$ cat config.mk
export PLATFORM = sky130hd
export DESIGN_NAME = pipe_ctrl
export DESIGN_NICKNAME = d
export VERILOG_FILES = /design/src/rtl/pipe_ctrl.sv
export SDC_FILE = /design/constraint.sdc
export NUM_CORES = 1
export LEC_CHECK = 0
export ABC_AREA = 1
export CAP_MARGIN = 10
export CORE_UTILIZATION = 44
export CTS_CLUSTER_SIZE = 30
export DETAILED_ROUTE_END_ITERATION = 10
export GPL_ROUTABILITY_DRIVEN = 0
export PLACE_DENSITY_LB_ADDON = 0.1
export SLEW_MARGIN = 20
export SYNTH_ARGS = -nofsm -noshare
export SYNTH_HDL_FRONTEND = slang
export SYNTH_SLANG_ARGS = --single-unit
export TNS_END_PERCENT = 5
$ cat constraint.sdc
create_clock -name clk -period 2 [get_ports clk]
set_input_delay 0.3 -clock clk [delete_from_list [all_inputs] [get_ports clk]]
set_output_delay 0.3 -clock clk [all_outputs]
set_load 0.02 [all_outputs]
$ cat src/rtl/pipe_ctrl.sv
// Pipeline controller: merges hazard/flush requests into stall_o and sequences the divider.
// Latency: stall/flush/divider strobes are combinational; FSM state and counters update next cycle.
// Backpressure: holds PC..EX/MEM while a divide runs; a timeout releases the pipeline.
module pipe_ctrl #(
  parameter int DIV_TIMEOUT = 40,
  parameter int CNT_W       = 32
) (
  input  logic             clk,
  input  logic             rst,
  input  logic             stallreq_id_i,
  input  logic             stallreq_ex_i,
  input  logic             div_req_i,
  input  logic             div_ready_i,
  input  logic             flush_req_i,
  input  logic [31:0]      flush_pc_i,
  output logic [5:0]       stall_o,
  output logic             flush_o,
  output logic [31:0]      new_pc_o,
  output logic             div_start_o,
  output logic             div_annul_o,
  output logic             div_done_o,
  output logic             div_err_o,
  output logic [CNT_W-1:0] stall_cycles_o
);

  localparam int TW = $clog2(DIV_TIMEOUT + 1);

  typedef enum logic [1:0] {
    IDLE     = 2'd0,
    DIV_BUSY = 2'd1,
    DIV_DONE = 2'd2
  } state_t;

  state_t           r_state;
  logic [TW-1:0]    r_tmo_cnt;
  logic             r_div_err;
  logic [CNT_W-1:0] r_stall_cnt;

  logic w_div_hold;
  logic w_tmo_hit;

  // The divide holds EX from the request cycle until the result is accepted.
  assign w_div_hold = (r_state == DIV_BUSY) || ((r_state == IDLE) && div_req_i);
  assign w_tmo_hit  = (r_tmo_cnt == TW'(DIV_TIMEOUT - 1));

  // Priority-encode stall/flush and derive the divider handshake strobes.
  always_comb begin
    stall_o     = 6'b000000;
    flush_o     = 1'b0;
    new_pc_o    = 32'h0;
    div_start_o = 1'b0;
    div_annul_o = 1'b0;
    div_done_o  = 1'b0;
    if (!rst) begin
      if (flush_req_i) begin
        flush_o  = 1'b1;
        new_pc_o = flush_pc_i;
      end else if (w_div_hold || stallreq_ex_i) begin
        stall_o = 6'b001111;
      end else if (stallreq_id_i) begin
        stall_o = 6'b000111;
      end
      // A flushed instruction must never launch a divide.
      div_start_o = (r_state == IDLE) && div_req_i && !flush_req_i;
      // Abort on flush, or when the divider has run out of time without answering.
      div_annul_o = (r_state == DIV_BUSY) &&
                    (flush_req_i || (!div_ready_i && w_tmo_hit));
      div_done_o  = (r_state == DIV_DONE);
    end
  end

  // Divider sequencer with timeout counter and sticky timeout error.
  always_ff @(posedge clk) begin
    if (rst) begin
      r_state   <= IDLE;
      r_tmo_cnt <= '0;
      r_div_err <= 1'b0;
    end else begin
      case (r_state)
        IDLE: begin
          if (div_req_i && !flush_req_i) begin
            r_state   <= DIV_BUSY;
            r_tmo_cnt <= '0;
          end
        end
        DIV_BUSY: begin
          if (flush_req_i) begin
            r_state <= IDLE;
          end else if (div_ready_i) begin
            r_state <= DIV_DONE;
          end else if (w_tmo_hit) begin
            r_state   <= DIV_DONE;
            r_div_err <= 1'b1;
          end else begin
            r_tmo_cnt <= r_tmo_cnt + TW'(1);
          end
        end
        DIV_DONE: begin
          // Always pass through IDLE so the same instruction cannot re-trigger.
          r_state <= IDLE;
        end
        default: begin
          r_state <= IDLE;
        end
      endcase
    end
  end

  // Saturating count of cycles in which the PC is held.
  always_ff @(posedge clk) begin
    if (rst) begin
      r_stall_cnt <= '0;
    end else if (stall_o[0] && (r_stall_cnt != {CNT_W{1'b1}})) begin
      r_stall_cnt <= r_stall_cnt + CNT_W'(1);
    end
  end

  assign div_err_o      = r_div_err;
  assign stall_cycles_o = r_stall_cnt;

endmodule
==> results.sh <==
# source this file to load flow results
export IMPL_status="complete, no violations"
export IMPL_post_place_cells=701
export IMPL_grt_pass1_wl_mm=14.0
export IMPL_antenna_found_initial=0
export IMPL_r2r_cells=9
export IMPL_vias=3474
export IMPL_numSynthFlops=41
export IMPL_clk_pin_slew_ps=80
export IMPL_path_max_fanout=29
export IMPL_fp_dieW_um=83.3
export IMPL_rsz0062_at_grt="no"
export IMPL_fp_utilization_pct=45.8
export IMPL_min_from="r_tmo_cnt[3]"
export IMPL_leakage_nw=1.80
export IMPL_placed_cell_area_mm2=0.00416
export IMPL_r2r_start="stall_cycles_o[0]"
export IMPL_crit_chain="clkdlybuf4s50_1 -> buf_12 -> nand2_1 -> nor2_1 -> dlygate4sd2_1"
export IMPL_synth_edff_count=0
export IMPL_syn_avg_cell_area_um2=5.64
export IMPL_area_growth_pct=45.2
export IMPL_cts_tree="built"
export IMPL_fin_nets=672
export IMPL_cts_buffers=5
export IMPL_drtAntennaViolNets=0
export IMPL_hold_path_class="reg -> reg"
export IMPL_via_per_inst=4.90
export IMPL_drv_cap=0
export IMPL_cp_end_kind="primary output"
export IMPL_slowest_delay_ps=560
export IMPL_critPathTopFamily="buffers and inverters"
export IMPL_crit_arrival_ps=1570
export IMPL_drt_pass1_iter_count=4
export IMPL_cts_sinks=41
export IMPL_ys_types=31
export IMPL_finalSetupViolCount=0
export IMPL_crit_type="in -> out"
export IMPL_ys_cells=515
export IMPL_grt_max_degree=39
export IMPL_wire_per_inst_um=11.9
export IMPL_drc_errors=0
export IMPL_insertion_delay_ps=300
export IMPL_detailed_place_hpwl_mm=6.60
export IMPL_clockBufferDepth=2
export IMPL_grt_pass1_vias=3205
export IMPL_max_freq_mhz=535
export IMPL_grt_usage_pct=24.9
export IMPL_layout_area_comb_mm2=0.00183
export IMPL_stdcell_area_mm2=0.00422
export IMPL_r2r_end="stall_cycles_o[11]"
export IMPL_drive_above_1_share_pct=8.39
export IMPL_die_h_um=83.3
export IMPL_final_hold_violation_count=0
export IMPL_power_density_mw_per_mm2=429
export IMPL_power_mw=1.81
export IMPL_syn_inst=515
export IMPL_crit_required_ps=1700
export IMPL_fin_ws_ps=130
export IMPL_drt_initial_drc_count=152
export IMPL_antenna_cells=0
export IMPL_netlist_area_mm2=0.00291
export IMPL_holdPathEnd="r_tmo_cnt[3]"
export IMPL_synth_seq_share_pct=28.3
export IMPL_die_area_mm2=0.00693
export IMPL_drv_slew=0
export IMPL_pre_cts_slack_ps=-151
export IMPL_yosys_area_mm2=0.00291
export IMPL_h_tree_depth=2
export IMPL_drt_total_wl_mm=8.45
export IMPL_coreArea_mm2=0.00635
export IMPL_grt_overflow_total=0
export IMPL_synthFlopType="dfxtp_1"
export IMPL_r2r_setup_slack_ps=180
export IMPL_period_used_pct=93.5
export IMPL_root_buffer="clkbuf_8"
export IMPL_period_minus_slack_ps=1870
export IMPL_hold_depth=2
export IMPL_flop_area_um2=821
export IMPL_fin_worst_skew_ps=5.85
export IMPL_final_core_util_pct=66.4
export IMPL_yosysWarnings=0
export IMPL_async_flop_share_pct=0
export IMPL_crit_path_start_kind="primary input"
export IMPL_slowest_stage="clkdlybuf4s50_1"
export IMPL_irDropWorstVdd_mv=0.393
export IMPL_warnings=26
export IMPL_critPathBufInv=3
sequential cells by signal, summed over array words and instances (netlist names):
register,flops
r_state,2
stall_cycles_o,32
div_err_o,1
r_tmo_cnt,6
power by group:
| group | leakage [nW] | total (mW) | switching (mW) | internal, mW |
|---|---|---|---|---|
| Clock | 0.0542 | 0.616 | 0.304 | 0.312 |
| Combinational | 1.41 | 0.351 | 0.185 | 0.165 |
| Sequential | 0.331 | 0.841 | 0.0143 | 0.827 |
logic make-up (layout without fill, tap and decap cells):
family	count (synthesis)	after routing	synth area share, %
and+or+nand+nor	359	359	50.1
buffers and inverters	59	175	9.04
AOI/OAI and AO/OA	42	42	8.31
DFF	41	41	28.3
xor gates and xnor gates	11	11	3.32
adders and majority gates	2	2	0.861
other	1	2	0.129
cell usage in the layout, fill, tap and decap left out, types with 10 or more instances in the layout:
cell type	n
a21oi_1	22
buf_4	16
clkdlybuf4s50_1	71
dfxtp_1	41
dlygate4sd2_1	38
inv_1	33
nand2_1	196
nand3_1	19
nor2_1	125
o21ai_0	10
metrics by stage:
stage,hold slack [ps],TNS (ps)
6_report,473,0
5_1_grt,490,0
4_1_cts,475,0
3_5_place_dp,461,-4330
3_3_place_gp,459,-3520
2_1_floorplan,403,0
cell type report:
type | count | share of cell area, %
clock buffers | 7 | 2.28
clock inverters | 1 | 0.119
inverters | 38 | 3.38
multi-input cells | 416 | 43.3
flip-flops and latches | 41 | 19.5
well taps | 77 | 2.28
repair buffers | 129 | 29.1
tightest hold or removal path: stages (launching register included):
cell	delay, ps
dfxtp_1	330
nor2_1	50
nor2_1	60
routing by layer:
metal	vias up	routed length [µm]	track usage, %
li1	1805	-	-
met1	1538	3450	26.9
met2	115	4170	45.9
met3	16	624	6.36
met4	0	200	9.72
met5	-	0	0
Yosys cell counts (4+ instances only):
master / n / share of area, %
nand2_1: 196 / 25
nor2_1: 126 / 16
dfxtp_1: 41 / 28
inv_1: 33 / 4.3
a21oi_1: 22 / 3.8
nand3_1: 19 / 3.3
o21ai_0: 10 / 1.7
clkbuf_1: 9 / 1.2
a21oi_2: 7 / 2.1
xor2_1: 7 / 2.1
buf_4: 6 / 1.6
inv_2: 5 / 0.65
nand2_2: 4 / 0.86
xnor2_1: 4 / 1.2
how the worst max path moves through the flow:
stage / depth (start not counted) / slack, ps / start / endpoint
3_5_place_dp: 5 / -150 / flush_req_i / new_pc_o[6]
3_3_place_gp: 5 / -120 / flush_req_i / new_pc_o[8]
4_1_cts: 8 / 20 / r_tmo_cnt[1] / div_annul_o
6_report: 5 / 130 / flush_req_i / new_pc_o[6]
2_1_floorplan: 9 / 270 / stall_cycles_o[0] / stall_cycles_o[22]
5_1_grt: 8 / 7 / r_tmo_cnt[1] / div_annul_o
timing repair:
item	in CTS	in global routing
hold buffers	0	0
buffers inserted	0	0
gates resized	41	3
endpoints found under the setup margin	39	5
Figure 1. Wires at chosen ports, followed through buffers.
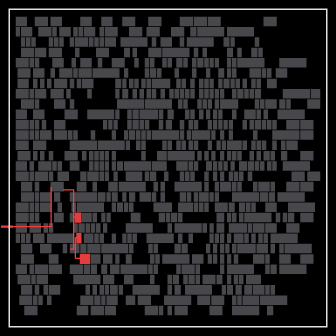
| port | color | bits | direction | edge | end cells | buffers | wire |
|---|---|---|---|---|---|---|---|
| div_ready_i | red | 1 | input | left | 3 | 2 | 47.8 µm |
I/O Buffers: 111
I/O Pins: 114

Figure 2. Placed standard cells.
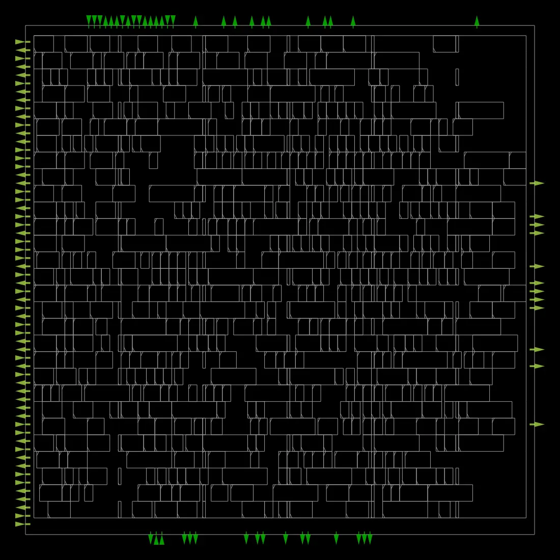
registers: 41
sequential share of cell area: 19.5%
Layout Cells excl Fill: 709
Filler Cell Count: 586
Row Count: 29

Figure 3. Gate families picked out.
Bar = 20 µm.
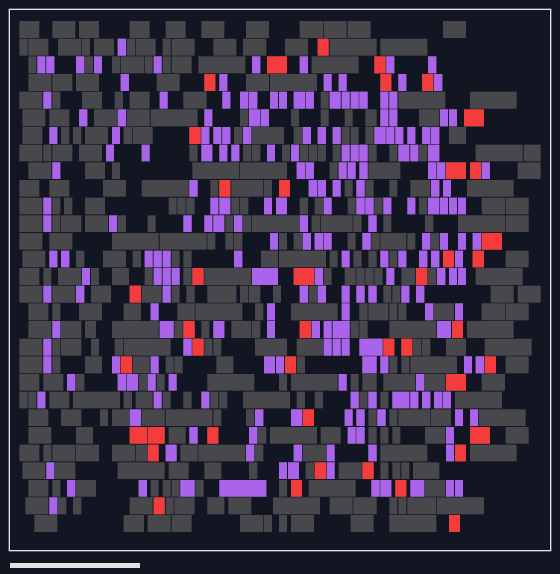
| family | color | cells | most used |
|---|---|---|---|
| aoi and oai cells | red | 42 | a21oi_1 |
| nand cells | purple | 225 | nand2_1 |
logic share of the area: 43.3%
most frequent logic cell in the layout: nand2_1

Power is estimated from default activity; no workload was simulated.
